Run 1, a small window of the routed layout:
Window x 51 to 81, y 24 to 54 um. Cells in gray, sequential cells in the stronger gray; small squares are vias.
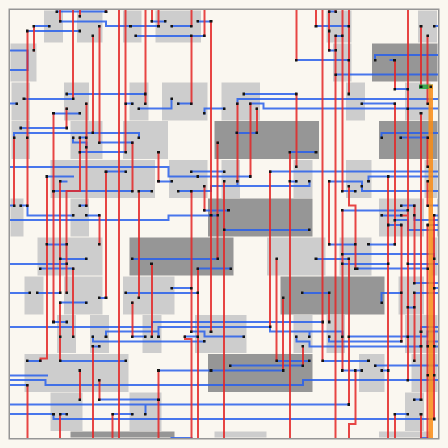
Run 1, routing congestion map:
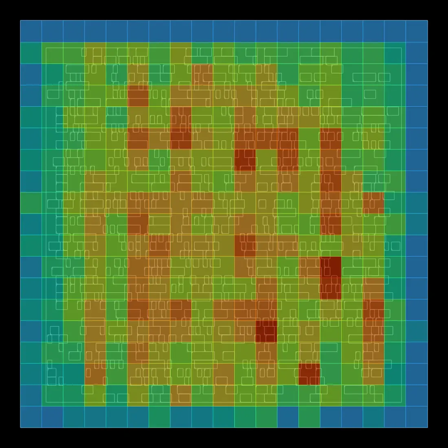
Run 1, selected gate families:
(4 px per um)
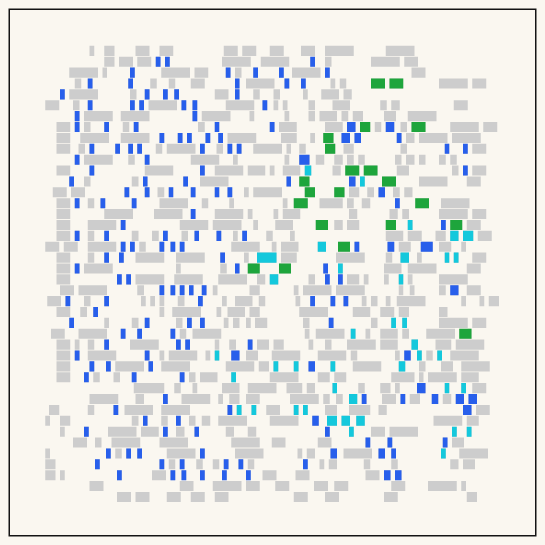
Run 1, met4 routing:
(4 px per um) Supply wires on this layer in gray.
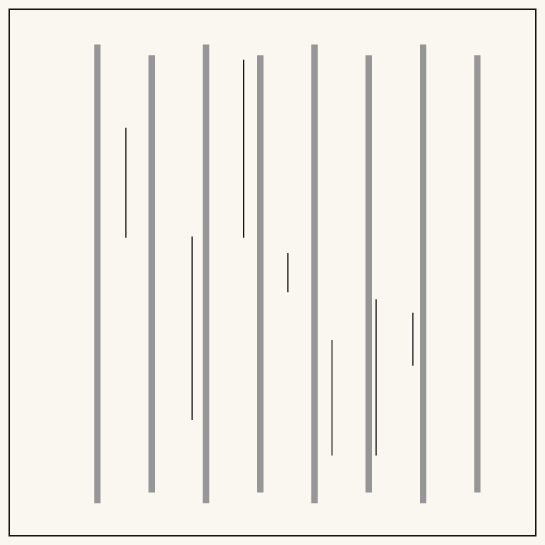
## config.mk

```make
export PLATFORM = sky130hd
export DESIGN_NAME = chord_mixer_flat
export DESIGN_NICKNAME = d
export VERILOG_FILES = /design/src/rtl/chord_mixer_if.sv /design/src/rtl/chord_mixer.sv /design/src/flat_wrapper.sv
export SDC_FILE = /design/constraint.sdc
export NUM_CORES = 1
export LEC_CHECK = 0
export CELL_PAD_IN_SITES_DETAIL_PLACEMENT = 1
export CELL_PAD_IN_SITES_GLOBAL_PLACEMENT = 2
export CORE_MARGIN = 8
export CORE_UTILIZATION = 34
export CTS_BUF_LIST = sky130_fd_sc_hd__clkbuf_2
export DETAILED_ROUTE_END_ITERATION = 6
export GPL_TIMING_DRIVEN = 0
export PLACE_DENSITY_LB_ADDON = 0.1
export SYNTH_ARGS = -nofsm -noshare
export SYNTH_HDL_FRONTEND = slang
export SYNTH_SLANG_ARGS = --single-unit
```

## constraint.sdc

```tcl
create_clock -name clk -period 8 [get_ports clk]
set_input_delay 0.8 -clock clk [delete_from_list [all_inputs] [get_ports clk]]
set_output_delay 0.8 -clock clk [all_outputs]
set_load 0.005 [all_outputs]
```

## src/rtl/chord_mixer_if.sv

```systemverilog
// Chord mixer bus: codec request, voice samples/readies in, mixed sample
// and status pulses out. The master side is the sample source (codec
// plus note players); the slave side is the mixer itself.
interface chord_mixer_if;
    logic               generate_next_sample;
    logic [2:0]         voice_active;
    logic signed [15:0] sample_one;
    logic signed [15:0] sample_two;
    logic signed [15:0] sample_three;
    logic               ready_one;
    logic               ready_two;
    logic               ready_three;
    logic signed [15:0] mixed_sample;
    logic               mixed_ready;
    logic               timeout;
    logic               dropped;
    logic [7:0]         clip_count;

    modport master (
        output generate_next_sample, voice_active,
        output sample_one, sample_two, sample_three,
        output ready_one, ready_two, ready_three,
        input  mixed_sample, mixed_ready, timeout, dropped, clip_count
    );

    modport slave (
        input  generate_next_sample, voice_active,
        input  sample_one, sample_two, sample_three,
        input  ready_one, ready_two, ready_three,
        output mixed_sample, mixed_ready, timeout, dropped, clip_count
    );
endinterface

```

## src/rtl/chord_mixer.sv

```systemverilog
// Three-voice chord mixer. A codec request latches the active-voice mask,
// the mixer collects one sample per needed voice (or gives up after
// TIMEOUT_CYCLES), sums them and presents the result with a one-cycle
// mixed_ready pulse.
// Optional feature: define MIXER_SATURATE_EN to clamp the sum to 16 bits
// (counting clips); otherwise the sum is scaled down by 4 and never clips.
module chord_mixer #(
    parameter int TIMEOUT_CYCLES = 64
) (
    input  logic         clk,
    input  logic         reset,
    chord_mixer_if.slave bus
);

    localparam int CNT_W = (TIMEOUT_CYCLES > 1) ? $clog2(TIMEOUT_CYCLES) : 1;
    localparam logic [CNT_W-1:0] TIMEOUT_LAST = CNT_W'(TIMEOUT_CYCLES - 1);

    typedef enum logic [1:0] {
        IDLE,
        COLLECT,
        SUM,
        OUT
    } state_t;

    state_t             r_state;
    state_t             w_nextState;
    logic [2:0]         r_needMask;
    logic [2:0]         r_captured;
    logic [CNT_W-1:0]   r_timeoutCount;
    logic               r_timedOut;
    logic signed [15:0] r_sampleOne;
    logic signed [15:0] r_sampleTwo;
    logic signed [15:0] r_sampleThree;
    logic signed [15:0] r_mixedSample;
    logic               r_mixedReady;
    logic               r_timeoutPulse;
    logic               r_dropped;
    logic [7:0]         r_clipCount;

    logic [2:0]         w_readyVec;
    logic [2:0]         w_capturedNext;
    logic               w_allCaptured;
    logic               w_timeoutHit;
    logic signed [17:0] w_contribOne;
    logic signed [17:0] w_contribTwo;
    logic signed [17:0] w_contribThree;
    logic signed [17:0] w_sum;
    logic signed [15:0] w_result;
    logic               w_clip;

    assign w_readyVec     = {bus.ready_three, bus.ready_two, bus.ready_one};
    // Readies seen this cycle count toward completion so the exit is not delayed.
    assign w_capturedNext = r_captured | (w_readyVec & r_needMask);
    assign w_allCaptured  = (w_capturedNext == r_needMask);
    assign w_timeoutHit   = (r_timeoutCount == TIMEOUT_LAST);

    // Uncaptured voices (missing at timeout or not needed) contribute zero.
    assign w_contribOne   = r_captured[0] ? 18'(r_sampleOne)   : 18'sd0;
    assign w_contribTwo   = r_captured[1] ? 18'(r_sampleTwo)   : 18'sd0;
    assign w_contribThree = r_captured[2] ? 18'(r_sampleThree) : 18'sd0;
    assign w_sum          = w_contribOne + w_contribTwo + w_contribThree;

`ifdef MIXER_SATURATE_EN
    // Clamp the wide sum into the 16-bit signed range and flag any clamp.
    always_comb begin
        w_result = w_sum[15:0];
        w_clip   = 1'b0;
        if (w_sum > 18'sd32767) begin
            w_result = 16'sh7FFF;
            w_clip   = 1'b1;
        end else if (w_sum < -18'sd32768) begin
            w_result = 16'sh8000;
            w_clip   = 1'b1;
        end
    end
`else
    logic [1:0] w_unusedBits;

    // Divide by four (arithmetic shift); three 16-bit voices always fit afterwards.
    always_comb begin
        w_result     = w_sum[17:2];
        w_clip       = 1'b0;
        w_unusedBits = w_sum[1:0];
    end
`endif

    // State register.
    always_ff @(posedge clk) begin
        if (reset) begin
            r_state <= IDLE;
        end else begin
            r_state <= w_nextState;
        end
    end

    // Next-state logic: collect until all needed voices arrive or the counter expires.
    always_comb begin
        w_nextState = r_state;
        case (r_state)
            IDLE:    if (bus.generate_next_sample) w_nextState = COLLECT;
            COLLECT: if (w_allCaptured || w_timeoutHit) w_nextState = SUM;
            SUM:     w_nextState = OUT;
            OUT:     w_nextState = IDLE;
            default: w_nextState = IDLE;
        endcase
    end

    // Datapath: mask latch, sample capture, timeout count, result and status pulses.
    always_ff @(posedge clk) begin
        if (reset) begin
            r_needMask     <= 3'b000;
            r_captured     <= 3'b000;
            r_timeoutCount <= '0;
            r_timedOut     <= 1'b0;
            r_sampleOne    <= 16'sd0;
            r_sampleTwo    <= 16'sd0;
            r_sampleThree  <= 16'sd0;
            r_mixedSample  <= 16'sd0;
            r_mixedReady   <= 1'b0;
            r_timeoutPulse <= 1'b0;
            r_dropped      <= 1'b0;
            r_clipCount    <= 8'd0;
        end else begin
            r_mixedReady   <= 1'b0;
            r_timeoutPulse <= 1'b0;
            r_dropped      <= bus.generate_next_sample && (r_state != IDLE);
            case (r_state)
                IDLE: begin
                    if (bus.generate_next_sample) begin
                        r_needMask     <= bus.voice_active;
                        r_captured     <= 3'b000;
                        r_timeoutCount <= '0;
                        r_timedOut     <= 1'b0;
                    end
                end
                COLLECT: begin
                    if (bus.ready_one && r_needMask[0])   r_sampleOne   <= bus.sample_one;
                    if (bus.ready_two && r_needMask[1])   r_sampleTwo   <= bus.sample_two;
                    if (bus.ready_three && r_needMask[2]) r_sampleThree <= bus.sample_three;
                    r_captured <= w_capturedNext;
                    if (!w_allCaptured) begin
                        if (w_timeoutHit) begin
                            r_timedOut <= 1'b1;
                        end else begin
                            r_timeoutCount <= r_timeoutCount + 1'b1;
                        end
                    end
                end
                SUM: begin
                    r_mixedSample  <= w_result;
                    r_mixedReady   <= 1'b1;
                    r_timeoutPulse <= r_timedOut;
                    if (w_clip && (r_clipCount != 8'hFF)) begin
                        r_clipCount <= r_clipCount + 8'd1;
                    end
                end
                default: begin
                end
            endcase
        end
    end

    assign bus.mixed_sample = r_mixedSample;
    assign bus.mixed_ready  = r_mixedReady;
    assign bus.timeout      = r_timeoutPulse;
    assign bus.dropped      = r_dropped;
    assign bus.clip_count   = r_clipCount;

endmodule

```

## src/flat_wrapper.sv

```systemverilog
// flat-port wrapper written by rule: the top's interface ports become plain ports
module chord_mixer_flat 
#(
    parameter int TIMEOUT_CYCLES = 64
)
  (clk, reset, bus_generate_next_sample, bus_voice_active, bus_sample_one, bus_sample_two, bus_sample_three, bus_ready_one, bus_ready_two, bus_ready_three, bus_mixed_sample, bus_mixed_ready, bus_timeout, bus_dropped, bus_clip_count);
  chord_mixer_if bus_i ();
  input  logic clk;
  input  logic reset;
  input wire logic [$bits(bus_i.generate_next_sample)-1:0] bus_generate_next_sample;
  input wire logic [$bits(bus_i.voice_active)-1:0] bus_voice_active;
  input wire logic [$bits(bus_i.sample_one)-1:0] bus_sample_one;
  input wire logic [$bits(bus_i.sample_two)-1:0] bus_sample_two;
  input wire logic [$bits(bus_i.sample_three)-1:0] bus_sample_three;
  input wire logic [$bits(bus_i.ready_one)-1:0] bus_ready_one;
  input wire logic [$bits(bus_i.ready_two)-1:0] bus_ready_two;
  input wire logic [$bits(bus_i.ready_three)-1:0] bus_ready_three;
  output wire logic [$bits(bus_i.mixed_sample)-1:0] bus_mixed_sample;
  output wire logic [$bits(bus_i.mixed_ready)-1:0] bus_mixed_ready;
  output wire logic [$bits(bus_i.timeout)-1:0] bus_timeout;
  output wire logic [$bits(bus_i.dropped)-1:0] bus_dropped;
  output wire logic [$bits(bus_i.clip_count)-1:0] bus_clip_count;
  assign bus_i.generate_next_sample = bus_generate_next_sample;
  assign bus_i.voice_active = bus_voice_active;
  assign bus_i.sample_one = bus_sample_one;
  assign bus_i.sample_two = bus_sample_two;
  assign bus_i.sample_three = bus_sample_three;
  assign bus_i.ready_one = bus_ready_one;
  assign bus_i.ready_two = bus_ready_two;
  assign bus_i.ready_three = bus_ready_three;
  assign bus_mixed_sample = bus_i.mixed_sample;
  assign bus_mixed_ready = bus_i.mixed_ready;
  assign bus_timeout = bus_i.timeout;
  assign bus_dropped = bus_i.dropped;
  assign bus_clip_count = bus_i.clip_count;
  chord_mixer #(.TIMEOUT_CYCLES(TIMEOUT_CYCLES)) u_core (.clk(clk), .reset(reset), .bus(bus_i));
endmodule
```

==> run summary, run 1 <==
The run has ended; figures from its reports follow.

The run finished with clean final reports. The quantity of I/O buffers inserted on ports is 75. The script extracted a total leakage power of about 2.3 nW.

The via count of the first global-routing pass is 4465. The worst path uses 46.02% of the clock period. In the final layout, the share of cells above drive strength 1 is 5.900%.

The worst flop-to-flop path startpoint is u_core.r_captured[2]. The largest total area in the synthesized netlist belongs to dfxtp_1. The pre-placement core utilization came out at 34.52%. The first-pass GRT wire length is 22.20 mm. The average wire per cell in the routed design is ~16 um. The highest supply drop recorded on VDD is approximately 0.06 mV. Per the run report, area growth between synthesis and finish was 23.66%. The path class of the tightest hold or removal check is register to register. The count of antenna-violating nets left after detailed routing came out at 0. The report lists the cells along the critical path as buf_2 > clkbuf_1 > nand2_1 > fa_1 > inv_1 > ha_1 > a21o_1 > a31oi_1 > o21ai_0 > a221oi_1 > or4_1 > o311ai_0. The critical path's slowest stage uses the library cell fa_1. The count of state elements after synthesis is 82.

The share of the synthesized area in the top cell type is 36.34%. The number of max-capacitance violations reported came out at 0. The critical path endpoint category is a register. Warnings reported by Yosys during synthesis add up to 0. For this run, the final setup violation count is recorded as 0. The worst setup path startpoint is u_core.r_captured[2]. Among logic cells in the layout, the one with the most instances is nand2_1. The share of synthesized area occupied by flip-flops and latches came out at between 30% and 40%. The overall overflow remaining after global route is 0.

The power per cell area came out at 147.2 nW/um^2. Looking at the worst setup and hold paths, the clock pins of their registers show a slew of ~0.23 ns. The number of primary I/O pins is 84. The number of sinks driven by the clock tree came out at 82.

The worst-case clock skew came out at ~0.032 ns. The logic depth of the worst register-to-register path is 12. The pin count of the biggest net entering global routing is 13. The root buffer cell chosen for the clock tree is clkbuf_2. The synthesized instance count came out at ~570. According to the Yosys statistics, the synthesized design has a chip area of 4517 um^2. The iteration-0 DRC count of the detailed router came out at 165. The arrival time of data at the critical path endpoint came out at 4.15 ns. The number of enable-type register cells in the synthesized netlist came out at 0. Setup repair after global routing left no endpoint under its margin. Hold analysis shows the worst path with a depth of 1. The width of the die is ~130 um.

The initial antenna violation count came out at 0. The mean area per synthesized cell is 7.994 um^2. The H-tree level count came out at 3.

The peak per-stage delay on the critical path came out at 0.55 ns. The number of nets in the layout is 751. Timing analysis after detailed placement gives a worst setup slack of 4.255 ns.

STA puts the critical path data required time at 8.47 ns.
-- 'a small window of the routed layout' (at the start) --
| layer | color |
|---|---|
| met3 | green |
| met1 | blue |
| met2 | red |
| met4 | orange |
netlist names of flops here include: u_core.bus.mixed_sample (3), u_core.r_captured (3)
sequential cells in the window: 7
most frequent: nor2_1 (9), dfxtp_1 (7)
cells with their middle in the window: 52

-- 'routing congestion map' (at the start) --
met1 capacity usage during global routing: 19.78%
grt met2 use: 26.62%

-- 'selected gate families' (at the start) --
| family | color | cells | most used |
|---|---|---|---|
| NAND gates | blue | 176 | nand2_1 |
| NOR gates | cyan | 40 | nor2_1 |
| AND-OR and OR-AND gates | green | 21 | a21o_1 |
Comb/total area: 46.37%
number of cells in the finished layout apart from fillers: 837

-- 'met4 routing' (at the start) --
longest straight run: 45.6 um
main direction: vertical
share of all routed wire: 1.6%
wire length on this layer: 207 um
via count of the routed design: 4113
wire length reported by the detailed router: 13.36 mm

run 1: sequential cells by signal, summed over array words and instances (netlist names):
name                     flops
u_core.bus.mixed_sample     16
u_core.r_sampleOne          16
u_core.r_sampleTwo          16
u_core.r_needMask            3
u_core.bus.dropped           1
u_core.bus.mixed_ready       1
u_core.r_timeoutCount        6
u_core.r_timedOut            1
u_core.r_captured            3
u_core.r_sampleThree        16
u_core.r_state               2
u_core.bus.timeout           1
run 1: layer usage:
metal	track usage, %	vias up	wire length (um)
li1	-	2065	-
met2	26.62	77	6202
met3	3.087	16	461
met1	19.78	1955	6491
met5	0	-	0
met4	5.680	0	206
run 1: layout make-up:
class / count / area (um^2)
Fill cell: 1631 / 7500
Multi-Input combinational cell: 420 / 2590
Sequential cell: 82 / 1642
Timing Repair Buffer: 75 / 750.7
Tap cell: 176 / 220.2
Buffer: 36 / 183.9
Inverter: 34 / 127.6
Clock buffer: 10 / 50.05
Clock inverter: 4 / 21.27
run 1: report_power, final:
group          leakage [nW]  switching [mW]  internal (mW)
registers             0.662          0.0161          0.431
logic                  1.59           0.112         0.0817
clock network        0.0511           0.145         0.0366
total                  2.30           0.273          0.549
run 1: Yosys cell counts, drive strengths merged, types with 2 or more instances:
cell,instances
o21ai,10
o21bai,2
o31a,2
mux2i,5
o211a,3
clkbuf,19
and2,8
inv,34
dfxtp,82
a211oi,6
nand2,154
a31oi,4
and3,8
buf,17
nand4,5
a21o,7
nor3b,2
xor2,5
a31o,2
fa,16
o311ai,3
nor4,2
a32oi,4
nand2b,3
xnor2,2
nand3,12
nor2b,6
nor2,27
ha,20
a21oi,65
nor3,3
or3,5
a32o,4
run 1: worst register-to-register path, stage by stage, from the launching register on:
cell,delay [ns]
dfxtp_1,0.35
buf_2,0.23
clkbuf_1,0.44
nand2_1,0.16
fa_1,0.55
inv_1,0.04
ha_1,0.39
a21o_1,0.24
a31oi_1,0.36
o21ai_0,0.14
a221oi_1,0.40
or4_1,0.17
o311ai_0,0.12
run 1: cell families (layout without fill, tap and decap cells):
kind of cell               Yosys count  after routing  share of synthesized area (%)
and+or+nand+nor                    242            242                          23.66
AOI/OAI and AO/OA                  121            121                          17.67
buffers and inverters               70            159                          6.897
adders and majority gates           36             36                          12.63
muxes                                6              6                          1.357
other                                1              8                        0.08302
DFF                                 82             82                          36.34
xor gates and xnor gates             7              7                          1.357
run 1: path summary, 6_finish.rpt:
path / slack [ns] / to
setup / recovery: 4.32 / u_core.bus.mixed_sample[13]
hold / removal: 0.46 / u_core.bus.timeout
setup reg to reg: 4.32 / u_core.bus.mixed_sample[13]
hold reg to reg: 0.46 / u_core.bus.timeout
run 1: metrics by stage:
| stage | power, mW | util, % | area, um^2 | hold WS [ns] |
|---|---|---|---|---|
| after floorplan | 0.5647 | - | 4543 | 0.4285 |
| after global placement | 0.6449 | 42.14 | 5514 | 0.4422 |
| after detailed placement | 0.6523 | 42.14 | 5514 | 0.4485 |
| after CTS | 0.8368 | 42.69 | 5585 | 0.4720 |
| after global routing | 0.8785 | 42.69 | 5585 | 0.4932 |
| final | 0.8220 | 42.69 | 5585 | 0.4640 |
==> inputs of run 2 (changes only) <==
--- a/config.mk
+++ b/config.mk
@@ -8,7 +8,7 @@
 export CELL_PAD_IN_SITES_DETAIL_PLACEMENT = 1
 export CELL_PAD_IN_SITES_GLOBAL_PLACEMENT = 2
 export CORE_MARGIN = 8
-export CORE_UTILIZATION = 34
+export CORE_UTILIZATION = 28
 export CTS_BUF_LIST = sky130_fd_sc_hd__clkbuf_2
 export DETAILED_ROUTE_END_ITERATION = 6
 export GPL_TIMING_DRIVEN = 0
==> constraint.sdc (replaced) <==
create_clock -name clk -period 3.01 [get_ports clk]
set_input_delay 0.301 -clock clk [delete_from_list [all_inputs] [get_ports clk]]
set_output_delay 0.301 -clock clk [all_outputs]
set_load 0.005 [all_outputs]
Run 2, routing congestion map:
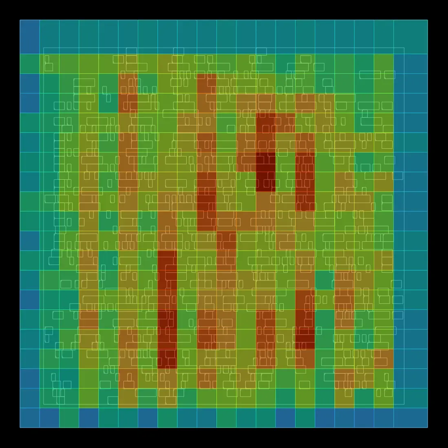
detailed-route wire length per cell: 16.68 um
grt met2 use: 24.96%
met1 capacity usage during global routing: 19.01%
grt met3 use: 3.038%

==> run 2 against run 1 <==
Global-route usage fell by 0.72 points. Hold slack worse by 0.25 ns. Clock skew down 0.0064 ns. Critical path depth unchanged. First-iteration DRC count grew 59%. Area after synthesis is the same. Critical path type unchanged. Setup slack worse by 4.3 ns. Total power rose to 2.7 times the previous value. Critical endpoint unchanged. Routed wire length rose by 13%. Register-to-register slack got worse by 4.3 ns. Utilization fell by 3.6 points. Combinational power rose to 2.8 times the previous value.
==> run summary, run 2 <==
The run has ended; figures from its reports follow.

The via count of the first global-routing pass came out at 4441 (-0.54%). The design internal power came to 1.466 mW (+170%). The switching part of the total came out at 33.95% (+0.75 points). The final standard cell count with taps included and fillers excluded came out at 904 (+8.0%). The number of sinks driven by the clock tree is 82 (unchanged).

The mean area per synthesized cell came out at 7.994 um^2 (unchanged). After synthesis, the largest family of logic cells by area is simple AND/OR/NAND/NOR gates. The run finished with clean final reports.

The synthesized instance count was 565 (unchanged). The quantity of I/O buffers inserted on ports is 75 (unchanged). The power per cell area is 358.8 nW/um^2 (+140%). dfxtp_1 takes more of the synthesized area than any other cell. The pin count of the biggest net entering global routing is 13 (unchanged). The pre-placement core utilization is 28.54% (-6.0 points). The total power draw came out at 2.219 mW (+170%).

The fraction of synthesized area in multiplexers was 1.357% (unchanged). The relative contribution of combinational cells to total power came to 24.1% (+0.5 points). The count of antenna-violating nets left after detailed routing is 0 (unchanged).

The part of the cycle the worst path needs came out at 99.03% (+53 points). Clock tree synthesis selected as its root buffer the cell clkbuf_2. The H-tree level count came out at 3 (unchanged). The warning count from the yosys run came out at 0 (unchanged). The share of synthesized area occupied by flip-flops and latches is 36.34% (unchanged). The area reported by Yosys stat came out at 4517 um^2 (unchanged). The number of endpoints failing setup at the final stage came out at 0 (unchanged). The width of the die was 143.0 um (+9.0%). The count of state elements after synthesis is 82 (unchanged). The clock network power share came out at 22.3% (+0.2 points).
Run 2, routed metal per tile:
(2 px per um) 29 x 29 tiles, from white (low) to dark blue (high), scaled to the fullest tile. Values are wire area over tile area, all layers added.
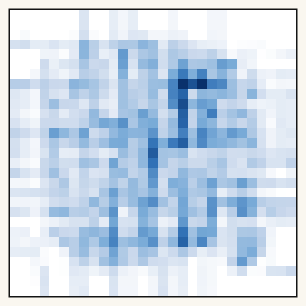
fullest tile: 0.50
nearly empty tiles: 17%
tiles over half the peak: 8.2%
gr usage total: 15.13%
via count of the routed design: 4177
wire length reported by the detailed router: 15.08 mm

[run 2: cell counts after synthesis]
No cell type changed its count.
[run 2: cells by family (layout without fill, tap and decap cells)]
family	count (synthesis)	count (layout)
AND/OR/NAND/NOR	242	242
AND-OR/OR-AND	121	121
flip-flops	82	82
buffers and inverters	70	185
adder cells (fa/ha/maj)	36	36
XOR/XNOR	7	7
multiplexers	6	6
other	1	9
[run 2: area by class of cell]
cell class / count / area share [%]
diodes: 1 / 0.04046
plain buffers: 34 / 3.682
clock buffers: 9 / 0.7283
clock inverters: 5 / 0.3844
inverters: 34 / 2.064
multi-input cells: 420 / 46.02
flip-flops and latches: 82 / 26.64
well taps: 216 / 4.370
repair buffers: 103 / 16.06
[run 2: what timing repair did]
item	in CTS	in global routing
gates cloned	2	0
pin swaps	12	24
gates resized	44	30
setup endpoints to repair	12	10
buffers inserted	18	8
[run 2: worst max-delay path: stages, from the launching register on]
cell      delay (ns)
dfxtp_2         0.40
buf_8           0.14
buf_8           0.12
nand2_2         0.05
fa_1            0.53
inv_1           0.06
ha_4            0.30
and3_4          0.20
nor2b_4         0.22
o31a_1          0.22
a221oi_2        0.09
or4_1           0.51
o311ai_1        0.10
[run 2: worst paths after layout]
| path | start | end | slack [ns] | cells past startpoint |
|---|---|---|---|---|
| hold / removal | bus_sample_three[2] | u_core.r_sampleThree[2] | 0.22 | 3 |
| setup reg to reg | u_core.r_captured[2] | u_core.bus.mixed_sample[13] | 0.03 | 12 |
| hold reg to reg | u_core.r_sampleTwo[14] | u_core.r_sampleTwo[14] | 0.47 | 2 |
| setup / recovery | u_core.r_captured[2] | u_core.bus.mixed_sample[13] | 0.03 | 12 |
[run 2: per-stage QoR]
step | TNS, ns | hold slack [ns] | cell area, um^2 | util, %
2_1_floorplan | -0.01587 | 0.4285 | 4549 | -
3_3_place_gp | -2.964 | 0.4425 | 5570 | 35.19
3_5_place_dp | -3.208 | 0.4470 | 5570 | 35.19
4_1_cts | -0.01522 | 0.1745 | 6021 | 38.04
5_1_grt | -0.1957 | 0.1566 | 6185 | 39.08
6_report | 0 | 0.2187 | 6185 | 39.08
[run 2: metal layers]
metal	wire length [um]	global-route usage, %	up-vias
li1	-	-	2118
met1	7233	19.01	1975
met2	7085	24.96	69
met3	539	3.038	15
met4	218	5.705	0
met5	0	0	-
[run 2: power groups by stage]
stage,logic [mW],clock network (mW),registers (mW)
after floorplan,0.303,0,1.20
after global placement,0.522,0,1.21
after detailed placement,0.530,0,1.21
after CTS,0.550,0.523,1.19
after global routing,0.598,0.567,1.20
final,0.535,0.495,1.19
Power figures rest on the tool's default switching activity, not on a simulated workload.
